**Run 1: PDN straps and rails**

Bar = 20 um. Pins as bars on the die edge. Tap cells in grey.
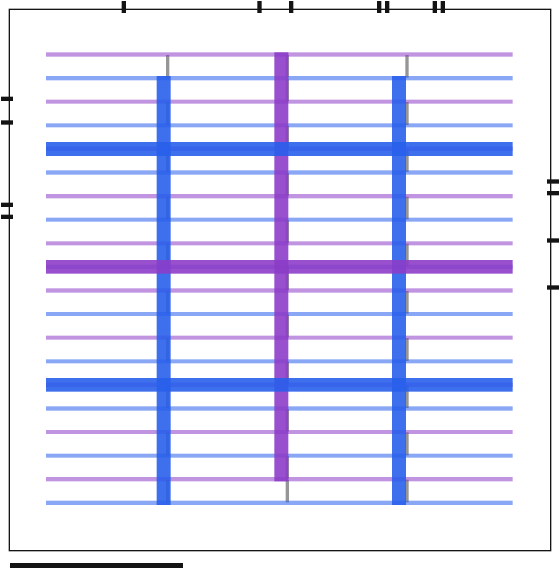
**Run 1: placed cells, one colour a class**

Bar = 20 um.
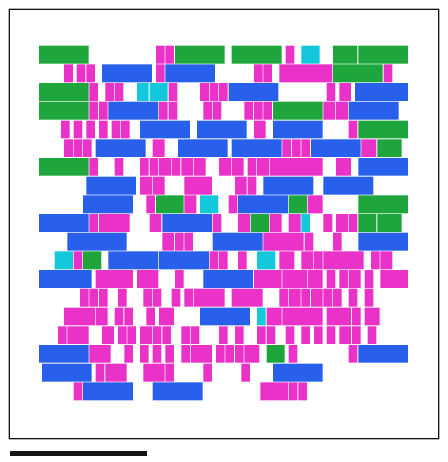
**Run 1: routed clock nets over the placement**

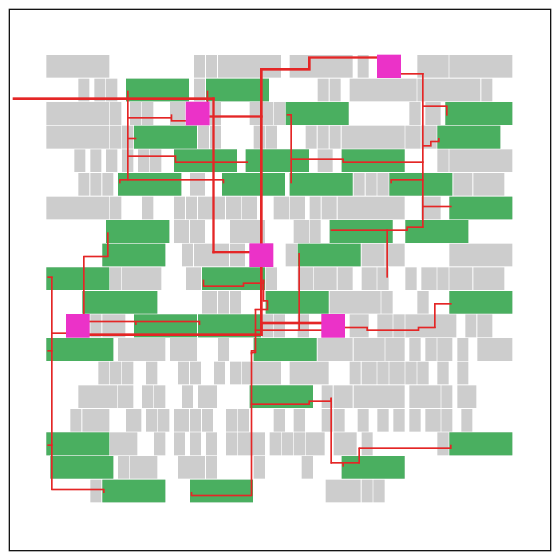
<file path="config.mk">
export PLATFORM = sky130hd
export DESIGN_NAME = uart_rx_8n1
export DESIGN_NICKNAME = d
export VERILOG_FILES = /design/src/rtl/uart_pkg.sv /design/src/rtl/sync_2ff.sv /design/src/rtl/uart_rx_8n1.sv
export SDC_FILE = /design/constraint.sdc
export NUM_CORES = 1
export LEC_CHECK = 0
export ABC_AREA = 1
export CORE_MARGIN = 4
export CORE_UTILIZATION = 55
export DETAILED_ROUTE_END_ITERATION = 12
export PLACE_DENSITY_LB_ADDON = 0.2
export SLEW_MARGIN = 10
export SYNTH_ARGS = -nofsm -noshare
export SYNTH_HDL_FRONTEND = slang
export SYNTH_SLANG_ARGS = --single-unit
</file>
<file path="constraint.sdc">
create_clock -name clk_27mhz -period 1.6 [get_ports clk_27mhz]
set_input_delay 0.32 -clock clk_27mhz [delete_from_list [all_inputs] [get_ports clk_27mhz]]
set_output_delay 0.32 -clock clk_27mhz [all_outputs]
set_load 0.1 [all_outputs]
</file>
<file path="src/rtl/uart_pkg.sv">
// Shared constants and helpers for the UART receive path.
// Holds frame geometry and receiver FSM encoding.
package uart_pkg;

  localparam int DATA_BITS = 8;

  localparam logic [2:0] ST_IDLE      = 3'd0;
  localparam logic [2:0] ST_START     = 3'd1;
  localparam logic [2:0] ST_DATA      = 3'd2;
  localparam logic [2:0] ST_STOP      = 3'd3;
  localparam logic [2:0] ST_WAIT_IDLE = 3'd4;

  typedef enum logic [2:0] {
    IDLE      = ST_IDLE,
    START     = ST_START,
    DATA      = ST_DATA,
    STOP      = ST_STOP,
    WAIT_IDLE = ST_WAIT_IDLE
  } rx_state_t;

  function automatic int unsigned clks_per_bit(
    input int unsigned clk_hz,
    input int unsigned baud
  );
    return clk_hz / baud;
  endfunction

endpackage

</file>
<file path="src/rtl/sync_2ff.sv">
// Two-flop synchroniser for a single asynchronous input.
// Also used for push-button inputs.
module sync_2ff #(
  parameter logic RST_VAL = 1'b1
) (
  input  logic i_clk,
  input  logic i_rst,
  input  logic i_d,
  output logic o_q
);

  logic r_meta;
  logic r_sync;

  always_ff @(posedge i_clk) begin
    if (i_rst) begin
      r_meta <= RST_VAL;
      r_sync <= RST_VAL;
    end else begin
      r_meta <= i_d;
      r_sync <= r_meta;
    end
  end

  assign o_q = r_sync;

endmodule

</file>
<file path="src/rtl/uart_rx_8n1.sv">
// 8N1 UART receiver with mid-bit sampling and a one-entry
// valid/ready output buffer reporting framing errors and overruns.
module uart_rx_8n1
  import uart_pkg::*;
#(
  parameter int unsigned CLK_HZ       = 27000000,
  parameter int unsigned BAUD         = 115200,
  parameter int unsigned CLKS_PER_BIT = clks_per_bit(CLK_HZ, BAUD),
  parameter int unsigned HALF_BIT     = CLKS_PER_BIT / 2
) (
  input  logic       clk_27mhz,
  input  logic       rst,
  input  logic       uart_rx,
  output logic [7:0] rx_data,
  output logic       rx_valid,
  input  logic       rx_ready,
  output logic       frame_err,
  output logic       overrun
);

  localparam int BCW = $clog2(CLKS_PER_BIT);
  localparam int BIW = $clog2(DATA_BITS);

  localparam logic [BCW-1:0] BC_LAST = BCW'(CLKS_PER_BIT - 1);
  localparam logic [BCW-1:0] BC_HALF = BCW'(HALF_BIT - 1);
  localparam logic [BIW-1:0] BI_LAST = BIW'(DATA_BITS - 1);

  logic                 w_rxs;
  rx_state_t            r_state;
  rx_state_t            w_state_nx;
  logic [BCW-1:0]       r_bc;
  logic [BCW-1:0]       w_bc_nx;
  logic [BIW-1:0]       r_bi;
  logic [BIW-1:0]       w_bi_nx;
  logic [DATA_BITS-1:0] r_shreg;
  logic                 w_shift;
  logic                 w_stop_smp;
  logic                 w_deliver;
  logic                 w_ovr;
  logic                 w_ferr;
  logic [7:0]           r_data;
  logic                 r_valid;
  logic                 r_ferr;
  logic                 r_ovr;

  sync_2ff #(
    .RST_VAL (1'b1)
  ) u_sync (
    .i_clk (clk_27mhz),
    .i_rst (rst),
    .i_d   (uart_rx),
    .o_q   (w_rxs)
  );

  always_comb begin
    w_state_nx = r_state;
    w_bc_nx    = r_bc;
    w_bi_nx    = r_bi;
    w_shift    = 1'b0;
    w_stop_smp = 1'b0;
    unique case (r_state)
      IDLE: begin
        w_bc_nx = '0;
        if (!w_rxs) begin
          w_state_nx = START;
        end
      end
      START: begin
        if (r_bc == BC_HALF) begin
          w_bc_nx = '0;
          // a start bit that is gone by its centre was a glitch
          if (!w_rxs) begin
            w_state_nx = DATA;
            w_bi_nx    = '0;
          end else begin
            w_state_nx = IDLE;
          end
        end else begin
          w_bc_nx = r_bc + 1'b1;
        end
      end
      DATA: begin
        if (r_bc == BC_LAST) begin
          w_bc_nx = '0;
          w_shift = 1'b1;
          if (r_bi == BI_LAST) begin
            w_state_nx = STOP;
          end else begin
            w_bi_nx = r_bi + 1'b1;
          end
        end else begin
          w_bc_nx = r_bc + 1'b1;
        end
      end
      STOP: begin
        if (r_bc == BC_LAST) begin
          w_bc_nx    = '0;
          w_stop_smp = 1'b1;
          w_state_nx = w_rxs ? IDLE : WAIT_IDLE;
        end else begin
          w_bc_nx = r_bc + 1'b1;
        end
      end
      WAIT_IDLE: begin
        w_bc_nx = '0;
        if (w_rxs) begin
          w_state_nx = IDLE;
        end
      end
      default: begin
        w_state_nx = IDLE;
        w_bc_nx    = '0;
        w_bi_nx    = '0;
      end
    endcase
  end

  always_ff @(posedge clk_27mhz) begin
    if (rst) begin
      r_state <= IDLE;
      r_bc    <= '0;
      r_bi    <= '0;
      r_shreg <= '0;
    end else begin
      r_state <= w_state_nx;
      r_bc    <= w_bc_nx;
      r_bi    <= w_bi_nx;
      if (w_shift) begin
        r_shreg <= {w_rxs, r_shreg[DATA_BITS-1:1]};
      end
    end
  end

  // a full buffer still takes the new byte if it is drained this cycle
  assign w_deliver = w_stop_smp & w_rxs & (~r_valid | rx_ready);
  assign w_ovr     = w_stop_smp & w_rxs & r_valid & ~rx_ready;
  assign w_ferr    = w_stop_smp & ~w_rxs;

  always_ff @(posedge clk_27mhz) begin
    if (rst) begin
      r_data  <= '0;
      r_valid <= 1'b0;
      r_ferr  <= 1'b0;
      r_ovr   <= 1'b0;
    end else begin
      r_ferr <= w_ferr;
      r_ovr  <= w_ovr;
      if (w_deliver) begin
        r_data  <= r_shreg;
        r_valid <= 1'b1;
      end else if (r_valid && rx_ready) begin
        r_valid <= 1'b0;
      end
    end
  end

  assign rx_data   = r_data;
  assign rx_valid  = r_valid;
  assign frame_err = r_ferr;
  assign overrun   = r_ovr;

endmodule

</file>
==> impl_metrics.yaml, run 1 <==
# generated from flow reports
final_timing:
  max_freq_mhz: 662
  min_period_ns: 1.51
  setup_viol: 0
place:
  place_area_um2: 1920
  place_inst: 265
  place_hpwl_um: 2230
  gp_congestion: 0.869
yosys:
  top_area_cell: "dfxtp_1"
  ys_warn_count: 0
  yosys_most_used_dff: "dfxtp_1"
  yosys-top-cells-count: "54 x nand2_1, 43 x nor2_1, 35 x dfxtp_1"
  netlist_instances: 220
  yosys.area_share.simple_pct: 37.9
  yosys.cell_count.top_type: "nand2_1"
  syn_area_um2: 1620
  seq_area_frac_synth_pct: 43.3
  ys_ff: 35
  adder_share_pct: 3.86
  fp_nets: 229
  mux_area_share_pct: 0
  ys_cells: 220
  ys_sh_xor_pct: 3.25
  area_leaders: "dfxtp_1 43%, nand2_1 13%, nor2_1 10%, nand3_1 4.6%, inv_1 3.9%"
power_and_ir_drop:
  leakagePower_nw: 0.859
detailed_routing:
  drtIter0Drc: 63
  route.detailed.drc: 0
  wl_per_cell_um: 11.6
  wl_um: 3170
  ant_nets: 0
cts:
  cts_tree: "done"
  clockBufferDepth: 2
  clkSinkCount: 35
  clk_pin_slew_worst_paths_ns: 0.10
  numCtsBuffers: 5
  post_cts_resized: 0
  cts_setup_buffers: 0
layout:
  syn2layout_area_growth_pct: 24.9
  flop_area_um2: 707
  logic_area_um2: 835
  sh_seq_area_pct: 35.0
  buffers: 20
  stdcell_area_um2: 2020
  buffer_area_share_pct: 14.8
  nets: 251
  n_fill_cell: 223
  inverters_excl_clock: 24
outcome:
  status: "completed"
worst_hold_path:
  hold_path_startpoint: "u_sync.r_meta$_SDFF_PP1_"
  min_to: "u_sync.o_q$_SDFF_PP1_"
  hold_depth: 1
grt:
  grt_overflow: 0
  grt_max_degree: 15
  track_usage_pct: 17.6
worst_setup_path:
  cp.required_ns: 1.83
  cp-startpoint: "r_bc[0]$_SDFF_PP0_"
  critPathLaunchType: "flip-flop"
  critPathMaxFanout: 8
  timing.rr.start: "r_bc[0]$_SDFF_PP0_"
  endpoint: "r_bc[3]$_SDFF_PP0_"
  arrival_ns: 1.74
floorplan:
  fp_util_pct: 58.2
  io-pin-count: 15
  taps: 31
  row_count: 19
-- 'PDN straps and rails' (at the start) --
net	colour
VSS	blue
VDD	purple
rows	19
met4 straps	3
chip height: 62.3 um
Die Span X: 62.3 um

-- 'placed cells, one colour a class' (at the start) --
class	colour	cells	share of their area
flops	blue	35	36%
clock drivers and dummy loads	cyan	8	2.5%
all other logic	magenta	180	47%
other buffers and delay cells	green	20	15%

-- 'routed clock nets over the placement' (at the start) --
[flip-flops] green | count: 35
[cells driving clock nets] magenta | count: 5
[clock wires] red | length: 435 um
flops lie	spread over the die
routed clock nets	6

==> run 1: stage by stage <==
step / hold slack, ns / power, mW / util [%] / setup TNS, ns
after floorplan: 0.389 / 1.75 / - / 0
after global placement: 0.412 / 1.89 / 69.1 / 0
after detailed placement: 0.408 / 1.92 / 69.1 / 0
after CTS: 0.438 / 2.37 / 70.9 / 0
after global routing: 0.468 / 2.59 / 72.7 / -0.0680
final: 0.437 / 2.40 / 72.7 / 0
==> run 1: per-layer routing <==
metal,routed length (um),part of all wire (%)
met5,0,0
met2,1470,46
met3,123,3.9
met1,1530,48
met4,48,1.5
==> run 1: placed cells by master, fill, tap and decap left out, drive strengths merged <==
cell | synthesis | final
clkinv | 0 | 1
xor2 | 2 | 2
nor3 | 6 | 6
ha | 5 | 5
dfxtp | 35 | 35
a21oi | 11 | 11
nand2 | 58 | 58
clkdlybuf4s50 | 0 | 3
or2 | 3 | 3
inv | 24 | 24
nand3 | 17 | 17
buf | 3 | 17
clkbuf | 2 | 7
xnor2 | 4 | 4
nor2 | 46 | 46
nand4 | 3 | 3
o21ai | 1 | 1
==> run 1: sequential cells by signal, summed over array words and instances (netlist names) <==
signal,flops
r_shreg,8
r_state,3
rx_valid,1
r_bi,3
r_bc,8
u_sync.r_meta,1
frame_err,1
u_sync.o_q,1
rx_data,8
overrun,1
==> run 1: where the power goes <==
group	total, mW	internal (mW)	leakage (nW)	switching [mW]
logic	0.897	0.330	0.544	0.567
registers	1.05	0.947	0.285	0.106
clock network	0.455	0.171	0.0293	0.284
==> run 1: critical path, stage by stage (launching register included) <==
cell	delay, ns
dfxtp_4	0.38
ha_2	0.16
nand2_1	0.04
nor2_1	0.13
nand2_2	0.14
nand2_2	0.12
nand2_4	0.09
o21ai_4	0.17
buf_6	0.15
nor2_1	0.04
## Run 2: what changed since run 1
--- a/config.mk
+++ b/config.mk
@@ -6,7 +6,7 @@
 export NUM_CORES = 1
 export LEC_CHECK = 0
 export ABC_AREA = 1
-export CORE_MARGIN = 4
+export CORE_MARGIN = 1
 export CORE_UTILIZATION = 55
 export DETAILED_ROUTE_END_ITERATION = 12
 export PLACE_DENSITY_LB_ADDON = 0.2
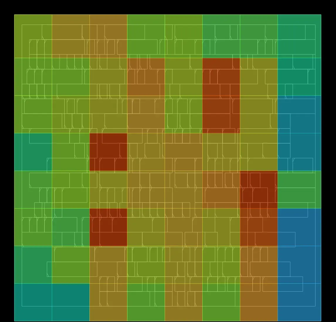
**Above:** run 2 (routing congestion map).
drt wl/cell: 11.2 um
busiest grt layer: met2
met3 Usage GRT: 8.53%
GR Layer Usage met2: 31.3%

==> run 2 against run 1 <==
Against the previous run: register-to-register slack better by 0.05 ns; routed wire length down 2.3%; worst setup slack better by 0.050 ns; cell count up 0.73%; total power up 0.18%; critical path depth up 1; critical endpoint is now r_shreg[4]$_SDFFE_PP0P_; highest routed layer unchanged.
==> impl_metrics.yaml, run 2 <==
# generated from flow reports
grt:
  grt_overflow: 0
  grt_max_degree: 15
  track_usage_pct: 22.6
worst_setup_path:
  arrival_ns: 1.70
  path_cells: "inv_2, ha_2, nand2_1, nor2_2, nand2_2, inv_4, buf_4, nand2_4, nand2_1, a21oi_1"
  worst-path-buf-inv: 3
  cp.required_ns: 1.84
  critPathMaxFanout: 9
  path_delay_family: "simple AND/OR/NAND/NOR gates"
  critPathLaunchType: "flip-flop"
  critPathMostFrequentCell: "nand2_1"
  slowest_stage: "dfxtp_2"
power_and_ir_drop:
  seqPwrFrac_pct: 43.5
  seq_power_mw: 1.05
  p_comb_share_pct: 37.6
  pg_comb_uw: 905
  leakagePower_nw: 0.867
  switchingPower_uw: 949
  p_int_mw: 1.46
  top_power_group: "sequential cells"
yosys:
  syn_area_um2: 1620
  seq_area_frac_synth_pct: 43.3
  netlist_instances: 220
  ys_warn_count: 0
  yosys.cell_count.top_type: "nand2_1"
  top_area_cell: "dfxtp_1"
  ys_ff: 35
  area_leaders: "dfxtp_1 43%, nand2_1 13%, nor2_1 10%, nand3_1 4.6%, inv_1 3.9%"
  ys_cells: 220
  yosys-top-cells-count: "54 x nand2_1, 43 x nor2_1, 35 x dfxtp_1"
  yosys_most_used_dff: "dfxtp_1"
detailed_routing:
  ant_nets: 0
  route.detailed.drc: 0
  route.met3.wl_um: 158
  drtIter0Drc: 51
  met2WireLength_um: 1270
  wl_um: 3090
final_timing:
  setup_viol: 0
  finalSetupTns_ns: 0
layout:
  syn2layout_area_growth_pct: 26.0
  mostFrequentLayoutCell: "nand2_1"
  final_cell_mix: "52 x nand2_1, 42 x nor2_1, 32 x dfxtp_1, 15 x inv_1, 15 x nand3_1"
place:
  place_hpwl_um: 2100
  gp_congestion: 0.870
  place_inst: 266
floorplan:
  io-pin-count: 15
  die_h_um: 56.3
  die_w_um: 56.3
outcome:
  status: "completed"
cts:
  clkSinkCount: 35
  cts_tree: "done"
  numCtsBuffers: 5
  clockBufferDepth: 2
  clk_pin_slew_worst_paths_ns: 0.10
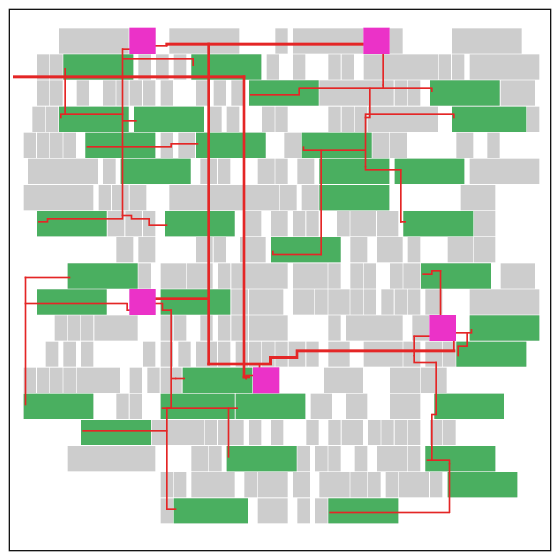
**Above:** run 2 (routed clock nets over the placement).
Clock Skew: 0.00912 ns
clk ins delay skew pair: 0.34 ns
part of the power in the clock network: 18.9%

==> run 2: netlist changes by cell type in the layout (fill, tap and decap cells not counted), sizes merged <==
cell  before  now
buf       17   19
==> run 2: final timing paths <==
check	from	endpoint	slack, ns	cells past startpoint
worst max register to register	r_bc[1]$_SDFF_PP0_	r_shreg[4]$_SDFFE_PP0P_	0.14	10
worst min register to register	u_sync.r_meta$_SDFF_PP1_	u_sync.o_q$_SDFF_PP1_	0.43	1
worst min-delay path	u_sync.r_meta$_SDFF_PP1_	u_sync.o_q$_SDFF_PP1_	0.43	1
worst max-delay path	r_bc[1]$_SDFF_PP0_	r_shreg[4]$_SDFFE_PP0P_	0.14	10
==> run 2: per-stage QoR <==
step | utilization, % | total power [mW] | worst slack, ns | area, um^2
2_1_floorplan | - | 1.75 | 0.244 | 1620
4_1_cts | 71.2 | 2.38 | 0.0870 | 1980
5_1_grt | 73.4 | 2.61 | -0.0285 | 2040
3_5_place_dp | 69.4 | 1.92 | 0.0497 | 1930
3_3_place_gp | 69.4 | 1.91 | 0.0753 | 1930
6_report | 73.4 | 2.41 | 0.141 | 2040
==> run 2: kinds of logic after synthesis <==
kind of cell    Yosys count  synth area share, %
xor+xnor                  6                 3.25
fa+ha+maj                 5                 3.86
flops                    35                 43.3
compound gates           12                 4.64
buf+inv                  29                 7.11
simple gates            133                 37.9
==> run 2: area by class of cell <==
cell class / count / area [um^2] / area share [%]
clock buffers: 7 / 45.0 / 2.21
clock inverters: 1 / 5.00 / 0.245
inverters: 24 / 92.6 / 4.54
multi-input cells: 156 / 845 / 41.4
flip-flops and latches: 35 / 704 / 34.5
well taps: 31 / 38.8 / 1.90
repair buffers: 22 / 310 / 15.2
==> run 2: timing repair <==
action,4_1_cts,5_1_grt
setup buffers,0,2
setup endpoints to repair,0,29
resized,0,14
Power figures rest on the tool's default switching activity, not on a simulated workload.
